**Run 1: cell density map**

Drawn at 6 px/um. 12 x 12 tiles, from white (low) to dark blue (high), 0 to 100% covered.
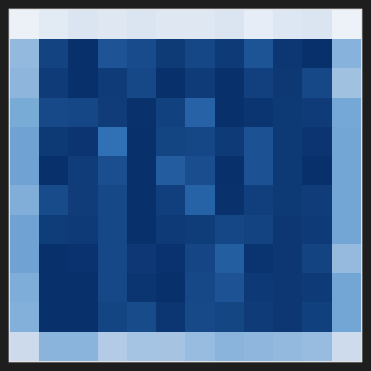
**Run 1: M4 wires**

Drawn at 10 px/um. Supply wires on this layer in grey. Cells faint in the background.
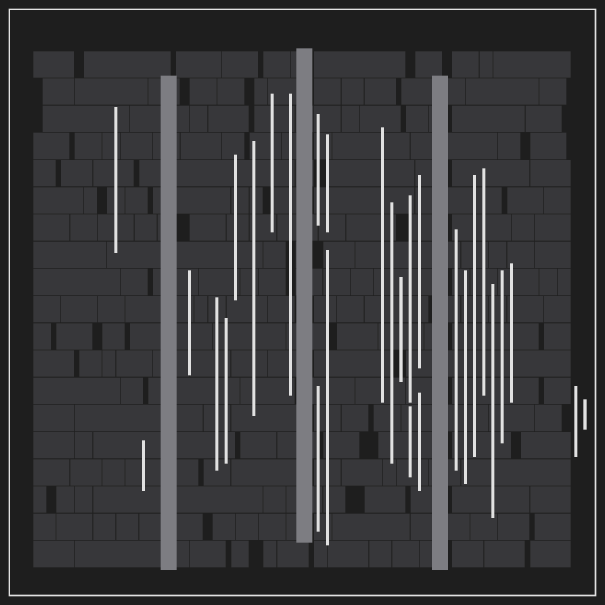
**Run 1: clock nets**

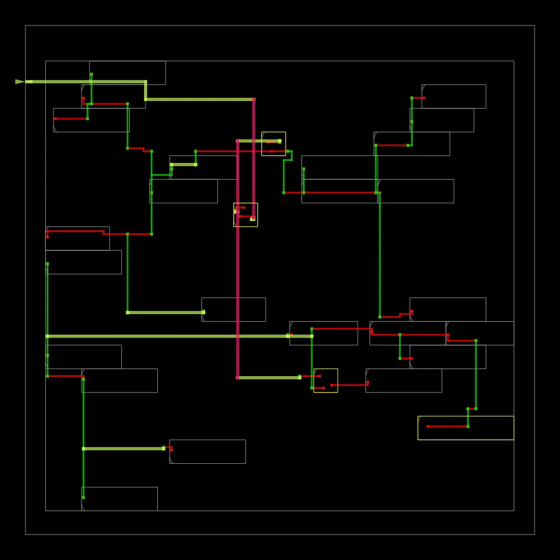
==> src/rtl/pc_redirect_ctrl.sv <==
// rtl/pc_redirect_ctrl.sv - fetch PC sequencer with taken-branch redirect and fixed-length flush
// Optional branch statistics counters are built when BRANCH_STATS_EN is defined.
module pc_redirect_ctrl #(
  parameter logic [15:0] RESET_PC     = 16'h0000,
  parameter int          FLUSH_CYCLES = 2
) (
  input  logic        clk_pi,
  input  logic        reset_pi,
  input  logic        stall_pi,
  input  logic        halt_pi,
  input  logic        branch_resolve_pi,
  input  logic        is_branch_taken_pi,
  input  logic [15:0] branch_target_pi,
  output logic [15:0] pc_po,
`ifdef BRANCH_STATS_EN
  output logic [15:0] branch_count_po,
  output logic [15:0] taken_count_po,
`endif
  output logic        fetch_valid_po,
  output logic        flush_po,
  output logic        halted_po
);

  typedef enum logic [1:0] {
    BOOT  = 2'd0,
    RUN   = 2'd1,
    FLUSH = 2'd2,
    HALT  = 2'd3
  } state_t;

  localparam logic [2:0] FLUSH_LAST = 3'(FLUSH_CYCLES - 1);

  state_t     state;
  logic [2:0] flush_cnt;
  logic       taken_now;

  assign taken_now = branch_resolve_pi & is_branch_taken_pi;

  always_ff @(posedge clk_pi) begin
    if (reset_pi) begin
      state          <= BOOT;
      pc_po          <= RESET_PC;
      fetch_valid_po <= 1'b0;
      flush_po       <= 1'b0;
      halted_po      <= 1'b0;
      flush_cnt      <= 3'd0;
    end else begin
      case (state)
        BOOT: begin
          state          <= RUN;
          fetch_valid_po <= 1'b1;
        end
        RUN: begin
          // A taken branch outranks stall/halt: those come from wrong-path instructions.
          if (taken_now) begin
            state          <= FLUSH;
            pc_po          <= branch_target_pi;
            flush_po       <= 1'b1;
            fetch_valid_po <= 1'b0;
            flush_cnt      <= FLUSH_LAST;
          end else if (halt_pi) begin
            state          <= HALT;
            halted_po      <= 1'b1;
            fetch_valid_po <= 1'b0;
          end else if (!stall_pi) begin
            pc_po <= pc_po + 16'd1;
          end
        end
        FLUSH: begin
          if (flush_cnt == 3'd0) begin
            state          <= RUN;
            flush_po       <= 1'b0;
            fetch_valid_po <= 1'b1;
          end else begin
            flush_cnt <= flush_cnt - 3'd1;
          end
        end
        HALT: begin
          state <= HALT;
        end
        default: begin
          state <= BOOT;
        end
      endcase
    end
  end

`ifdef BRANCH_STATS_EN
  always_ff @(posedge clk_pi) begin
    if (reset_pi) begin
      branch_count_po <= 16'd0;
      taken_count_po  <= 16'd0;
    end else if (state == RUN) begin
      if (branch_resolve_pi && (branch_count_po != 16'hFFFF))
        branch_count_po <= branch_count_po + 16'd1;
      if (taken_now && (taken_count_po != 16'hFFFF))
        taken_count_po <= taken_count_po + 16'd1;
    end
  end
`endif

endmodule
==> config.mk <==
export PLATFORM = sky130hd
export DESIGN_NAME = pc_redirect_ctrl
export DESIGN_NICKNAME = d
export VERILOG_FILES = /design/src/rtl/pc_redirect_ctrl.sv
export SDC_FILE = /design/constraint.sdc
export NUM_CORES = 1
export LEC_CHECK = 0
export CAP_MARGIN = 25
export CORE_MARGIN = 2
export CORE_UTILIZATION = 47
export DETAILED_ROUTE_END_ITERATION = 7
export PLACE_DENSITY = 0.89
export SETUP_SLACK_MARGIN = 0.5
export SYNTH_ARGS = -nofsm -noshare
export SYNTH_HDL_FRONTEND = slang
export SYNTH_SLANG_ARGS = --single-unit
==> constraint.sdc <==
create_clock -name clk_pi -period 1.9 [get_ports clk_pi]
set_input_delay 0.38 -clock clk_pi [delete_from_list [all_inputs] [get_ports clk_pi]]
set_output_delay 0.38 -clock clk_pi [all_outputs]
set_load 0.02 [all_outputs]
==> deck_impl_summary.md, run 1 <==
Physical Implementation Snapshot

Run status
  • Outcome: completed

Pwr
  • Leakage dissipation: 1.028 nW
  • PD cells: 522.4 mW/mm^2

Clock network
  • Clk root buf: clkbuf_4
  • Clk slew on worst S/H paths: 0.16 ns
  • Longest Clk Path Bufs: 2
  • CTS Buf Count: 3

Placed design
  • Placed Instances: 249
  • Port Buffers: 40
  • Setup slack at placement: -0.1552 ns

STA
  • Tmin final: 1.793 ns
  • Worst-Margin Slew: 0.6398 ns
  • Post-route setup slack: 0.1070 ns
  • Final setup vio count: 0
  • Final tally of hold violations: 0
  • Slew headroom: 0.5679
  • Fmax: 557.7 MHz
  • Hold_ws: 0.5054 ns
  • RSZ-0062 raised after global routing: yes

Synth
  • Top cells by count, synth: dfxtp_1, nand2_1, nand3_1, nor2_1, a21oi_1
  • Main synth FF type: dfxtp_1
  • Post-Synth AOI/OAI Area: 0.1919
  • Number of enable flip-flop cells: 0
  • Registers, synthesis: 24
  • Top cells, area: dfxtp_1, nand3_1, nand2_1
  • Synth Area per Inst: 8.018 um^2
  • Mapped Cells: 174
  • XORs/XNORs by Area: 0.006278
  • Cell total in the yosys stat output: 174
  • Cell Type Count: 42
  • Synthesis area per yosys: 0.001395 mm^2
  • Post-Syn Area: 0.001395 mm^2
  • Largest combinational cell category by area: simple AND/OR/NAND/NOR gates
  • Multiplexer share: 0.02152
  • Top cell type's share of synthesized area: 0.3444
  • Syn. warnings: 0
  • Simple-Gate Fraction of Synth Area: 0.3516

Critical path
  • Cells along the critical path: nand4_1, buf_4, o41ai_1, a32o_1
  • CP endpoint kind: flop
  • Crit path DRT: 2.19 ns
  • Crit path kind: flop to flop
  • Crit path max-delay cell type: o41ai_1
  • CP Max Fanout: 4
  • CP Depth: 4
  • Worst setup SP type: flop
  • Worst path bufs/invs: 1
  • Family with the most delay on the worst path: AND-OR/OR-AND gates

Die
  • Die y size: 58.48 um
  • Placement row count: 19
  • Die area: 0.003420 mm^2

Layout
  • Antenna fix cells: 0
  • Final Non-Filler Cells: 292
  • Share of layout cells above drive strength 1: 0.5594
  • Final-stage net count: 287

Worst hold path
  • Type of the tightest min-delay check: flop to flop

Global route
  • First-pass GRT wire length: 9929 um
  • Overflow after GRT: 0
  • Largest net degree at the start of global routing: 20

Route
  • Drc violations: 0
  • Initial DRC Count: 395
  • Post-DRT Antenna Nets: 0
  • Average routed wire per standard cell: 27.09 um

Run
  • Max Cap Viol: 0
Back to the opening pictures, 'cell density map':
mean over tiles: 76%
fullest tile: 100%
densest ninth of the die: middle
tiles over 75% full: 69%
Final Core Density: 0.9537
FP Core Util: 0.5016
core box area: 0.002781 mm^2

Back to the opening pictures, 'M4 wires':
wire length on this layer: 487 um
main direction: vertical
share of all routed wire: 6.2%
longest straight run: 29.9 um
final wirelength: 7909 um
via count: 2094

Back to the opening pictures, 'clock nets':
Worst-Skew Late Latency: 0.35 ns
CTS Sinks: 24
Final Skew: 0.006584 ns

## run 1: layout make-up
type | count | area [um^2]
sequential | 24 | 541.8
tap | 31 | 38.79
fill | 69 | 128.9
clock buffer | 3 | 22.52
clock inverter | 1 | 30.03
inverter | 4 | 15.01
multi-input combinational | 135 | 1157
timing repair buffer | 94 | 847.1
## run 1: sequential cells by signal (all words and copies together), names as in the netlist
name	flops
halted_po	1
flush_po	1
pc_po	16
state	2
flush_cnt	3
fetch_valid_po	1
## run 1: per-stage QoR
step	cell area, um^2	setup TNS [ns]
final	2653	0
after global routing	2653	0
after CTS	2415	0
after detailed placement	1938	-0.6810
after global placement	1938	-0.4068
after floorplan	1459	0
## run 1: routing by layer
| layer | GRT usage | vias to the layer above | wire, um | part of all wire |
|---|---|---|---|---|
| met5 | 0 | - | 0 | 0 |
| met4 | 0.1794 | 0 | 486 | 0.061 |
| met3 | 0.06813 | 62 | 1049 | 0.13 |
| met2 | 0.6212 | 225 | 3558 | 0.45 |
| met1 | 0.4945 | 977 | 2813 | 0.36 |
| li1 | - | 830 | - | - |
## run 1: path summary, 6_finish.rpt
kind / from / end / slack [ns]
worst max-delay path: pc_po[1] / pc_po[7] / 0.11
worst max register to register: pc_po[1] / pc_po[7] / 0.11
worst min-delay path: flush_cnt[0] / flush_cnt[0] / 0.51
worst min register to register: flush_cnt[0] / flush_cnt[0] / 0.51
## run 1: power breakdown
part           total, mW  switching [mW]  internal (mW)
logic              0.417           0.217          0.200
registers          0.564          0.0406          0.523
clock network      0.405           0.192          0.214
## run 1: timing repair
| item | CTS | global route |
|---|---|---|
| pin swaps | 28 | 22 |
| resized | 101 | 69 |
| hold buffers | 0 | 0 |
| buffers inserted | 29 | 10 |
| setup endpoints to repair | 39 | 40 |
==> run 1 -> run 2 <==
Settings changed: CAP_MARGIN 25 to 40, CORE_UTILIZATION 47 to 49, CTS_BUF_LIST set to sky130_fd_sc_hd__clkbuf_8, PLACE_DENSITY 0.89 to 0.91.
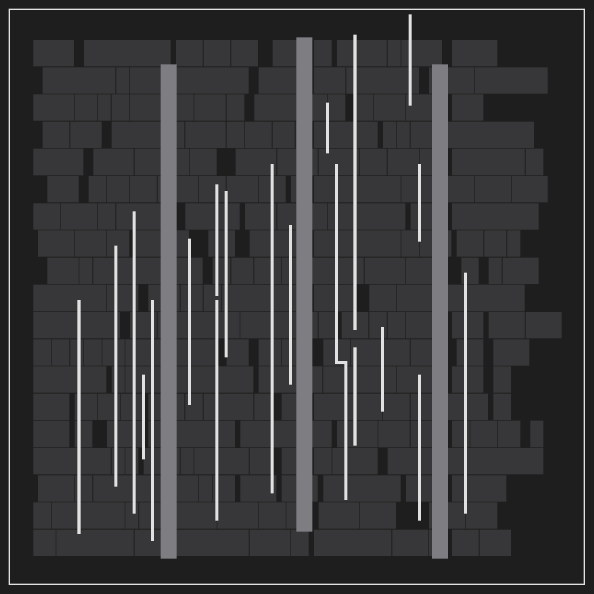
**Above:** run 2 (M4 wires).
Drawn at 10 px/um. Supply wires on this layer in grey. Cells faint in the background.
longest straight run: 32.6 um
nets with wire on the layer: 20
via count: 1897
final wirelength: 6361 um

==> deck_impl_summary.md, run 2 <==
Physical Implementation Snapshot

Clock network
  • Post-CTS Resized: 72 (-29%)
  • Clk root buf: clkbuf_8
  • Longest Clk Path Bufs: 2 (unchanged)
  • Hold Buf Count CTS: 0 (unchanged)
  • CTS Buf Count: 3 (unchanged)
  • CTS Sinks: 24 (unchanged)
  • Worst-Skew Late Latency: 0.28 ns (-0.07 ns)
  • Clk slew on worst S/H paths: 0.09 ns (-0.07 ns)
  • Setup Fix Bufs, Post-CTS: 19 (-34%)

Run
  • Max Cap Viol: 0 (unchanged)

Route
  • Initial DRC Count: 220 (-44%)
  • Post-DRT Antenna Nets: 0 (unchanged)
  • Drc violations: 0 (unchanged)
  • Average routed wire per standard cell: 23.13 um (-15%)

Global route
  • First-pass GRT wire length: 8866 um (-11%)
  • Largest net degree at the start of global routing: 19 (-5.0%)
  • Overflow after GRT: 0 (unchanged)

Layout
  • Design Area, Final: 0.002392 mm^2 (-9.8%)
  • FF/Latch Area: 520.5 um^2 (-3.9%)
  • Final Non-Filler Cells: 275 (-5.8%)
  • Largest Register: pc_po
  • Combinational Area: 0.001080 mm^2 (-6.7%)
  • Fillers: 117 (+70%)
  • Share of layout cells above drive strength 1: 0.4098 (-0.1496)
  • Antenna fix cells: 0 (unchanged)
  • Biggest regs: pc_po (16), flush_cnt (3), state (2)
  • Final-stage net count: 270 (-5.9%)
  • Max reg flops: 16 (unchanged)

STA
  • Slew headroom: 0.7658 (+0.1979)
  • Slew Limit Fails: 0
  • Fmax: 609.0 MHz (+9.2%)
  • Final Skew: 0.002894 ns (-0.003690 ns)
  • Final setup vio count: 0 (unchanged)
  • Final tally of hold violations: 0 (unchanged)
  • Tmin final: 1.642 ns (-0.1509 ns)
  • Worst-Margin Slew: 0.3467 ns (-0.2931 ns)

Die
  • Placement row count: 19 (unchanged)
  • FP Core Util: 0.5103 (+0.008723)
  • Die area: 0.003290 mm^2 (-3.8%)
  • Core box area: 0.002734 mm^2 (-1.7%)
  • Die y size: 57.36 um (-1.9%)
  • Num ports: 41

Synth
  • Main synth FF type: dfxtp_1
  • Simple-Gate Fraction of Synth Area: 0.3516 (unchanged)
  • XORs/XNORs by Area: 0.006278 (unchanged)
  • Top cells, area: dfxtp_1, nand3_1, nand2_1
  • Syn. warnings: 0 (unchanged)
  • Top cells by count, synth: dfxtp_1, nand2_1, nand3_1, nor2_1, a21oi_1
  • Registers, synthesis: 24 (unchanged)
  • Number of enable flip-flop cells: 0 (unchanged)
  • Post-Synth AOI/OAI Area: 0.1919 (unchanged)
  • Cell Type Count: 42 (unchanged)
  • Mapped Cells: 174 (unchanged)
  • Post-Syn Area: 0.001395 mm^2 (unchanged)
  • Multiplexer share: 0.02152 (unchanged)
  • Cell total in the yosys stat output: 174 (unchanged)
  • Largest combinational cell category by area: simple AND/OR/NAND/NOR gates
  • Synth Area per Inst: 8.018 um^2 (unchanged)
  • Top cell type's share of synthesized area: 0.3444 (unchanged)

Pwr
  • Clock Power Share: 0.290 (-0.003)
  • Leakage dissipation: 0.9230 nW (-10%)
  • Largest Pwr Group: sequential cells
  • PD cells: 538.5 mW/mm^2 (+3.1%)
  • Switching Share: 0.3189 (-0.005065)
  • Clock group total power: 0.374 mW (-7.7%)
  • Comb power: 0.347 mW (-17%)
  • Switching power total: 0.4108 mW (-8.5%)
  • P_int: 0.8774 mW (-6.3%)
  • Gate power share: 0.270 (-0.031)
  • Register share of total power: 0.440 (+0.033)

Placed design
  • Port Buffers: 40 (unchanged)
  • Placed Area: 0.001893 mm^2 (-2.3%)
  • Placed Instances: 243 (-2.4%)

Critical path
  • Crit path max-delay cell type: or4b_4
  • Crit path DRT: 2.07 ns (-0.12 ns)
  • Worst setup SP type: flop
  • Cells along the critical path: or4b_4, or3_1, a32o_1
  • CP Max Fanout: 4 (unchanged)
  • Crit path kind: flop to flop
  • CP endpoint kind: flop

Run status
  • Outcome: completed
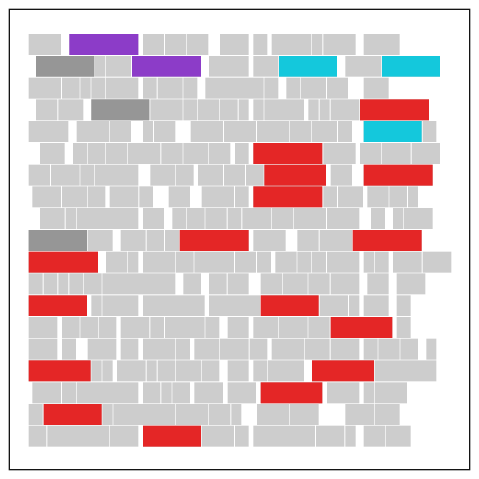
**Above:** run 2 (sequential cells grouped by signal name).
Drawn at 8 px/um.
[state] purple | placed flops: 2
[flush_cnt] cyan | placed flops: 3
[pc_po] red | placed flops: 16

run 2: metrics by stage:
| step | TNS, ns | total power, mW | utilization | hold slack (ns) | setup slack [ns] |
|---|---|---|---|---|---|
| CTS | 0 | 1.212 | 0.8261 | 0.4876 | 0.3048 |
| floorplan | 0 | 0.7088 | - | 0.4430 | 0.3393 |
| global placement | -0.4215 | 0.8212 | 0.6924 | 0.4566 | -0.1214 |
| detailed placement | -0.8131 | 0.8310 | 0.6924 | 0.4693 | -0.1634 |
| global route | 0 | 1.315 | 0.8751 | 0.5480 | 0.2264 |
| finish | 0 | 1.288 | 0.8751 | 0.5417 | 0.2580 |
run 2: final timing paths:
kind / end / start / depth (start not counted) / slack (ns)
max: pc_po[8] / state[1] / 3 / 0.26
min: flush_cnt[0] / flush_cnt[0] / 1 / 0.54
max reg2reg: pc_po[8] / state[1] / 3 / 0.26
min reg2reg: flush_cnt[0] / flush_cnt[0] / 1 / 0.54
run 2: kinds of logic (layout without fill, tap and decap cells):
logic type,after synthesis,count (layout)
xor+xnor,1,1
compound gates,39,39
buf+inv,15,84
flops,24,24
fa+ha+maj,3,3
simple gates,89,90
mux,3,3
run 2: area by class of cell:
type | count | area share
Clock buffer | 4 | 0.02301
Inverter | 4 | 0.006276
Multi-Input combinational cell | 136 | 0.4514
Sequential cell | 24 | 0.2176
Tap cell | 31 | 0.01621
Timing Repair Buffer | 76 | 0.2856
run 2: metal layers:
metal / routed length, um / GRT usage / part of all wire
met5: 0 / 0 / 0
met4: 362 / 0.1528 / 0.057
met3: 754 / 0.07710 / 0.12
met2: 2882 / 0.5649 / 0.45
met1: 2362 / 0.4427 / 0.37
run 2: critical path: cells and delay by family, from the launching register on:
kind	cells	cell delay [ns]
and+or+nand+nor	2	0.93
DFF	1	0.35
AOI/OAI and AO/OA	1	0.25
Power and IR drop assume default switching activity.
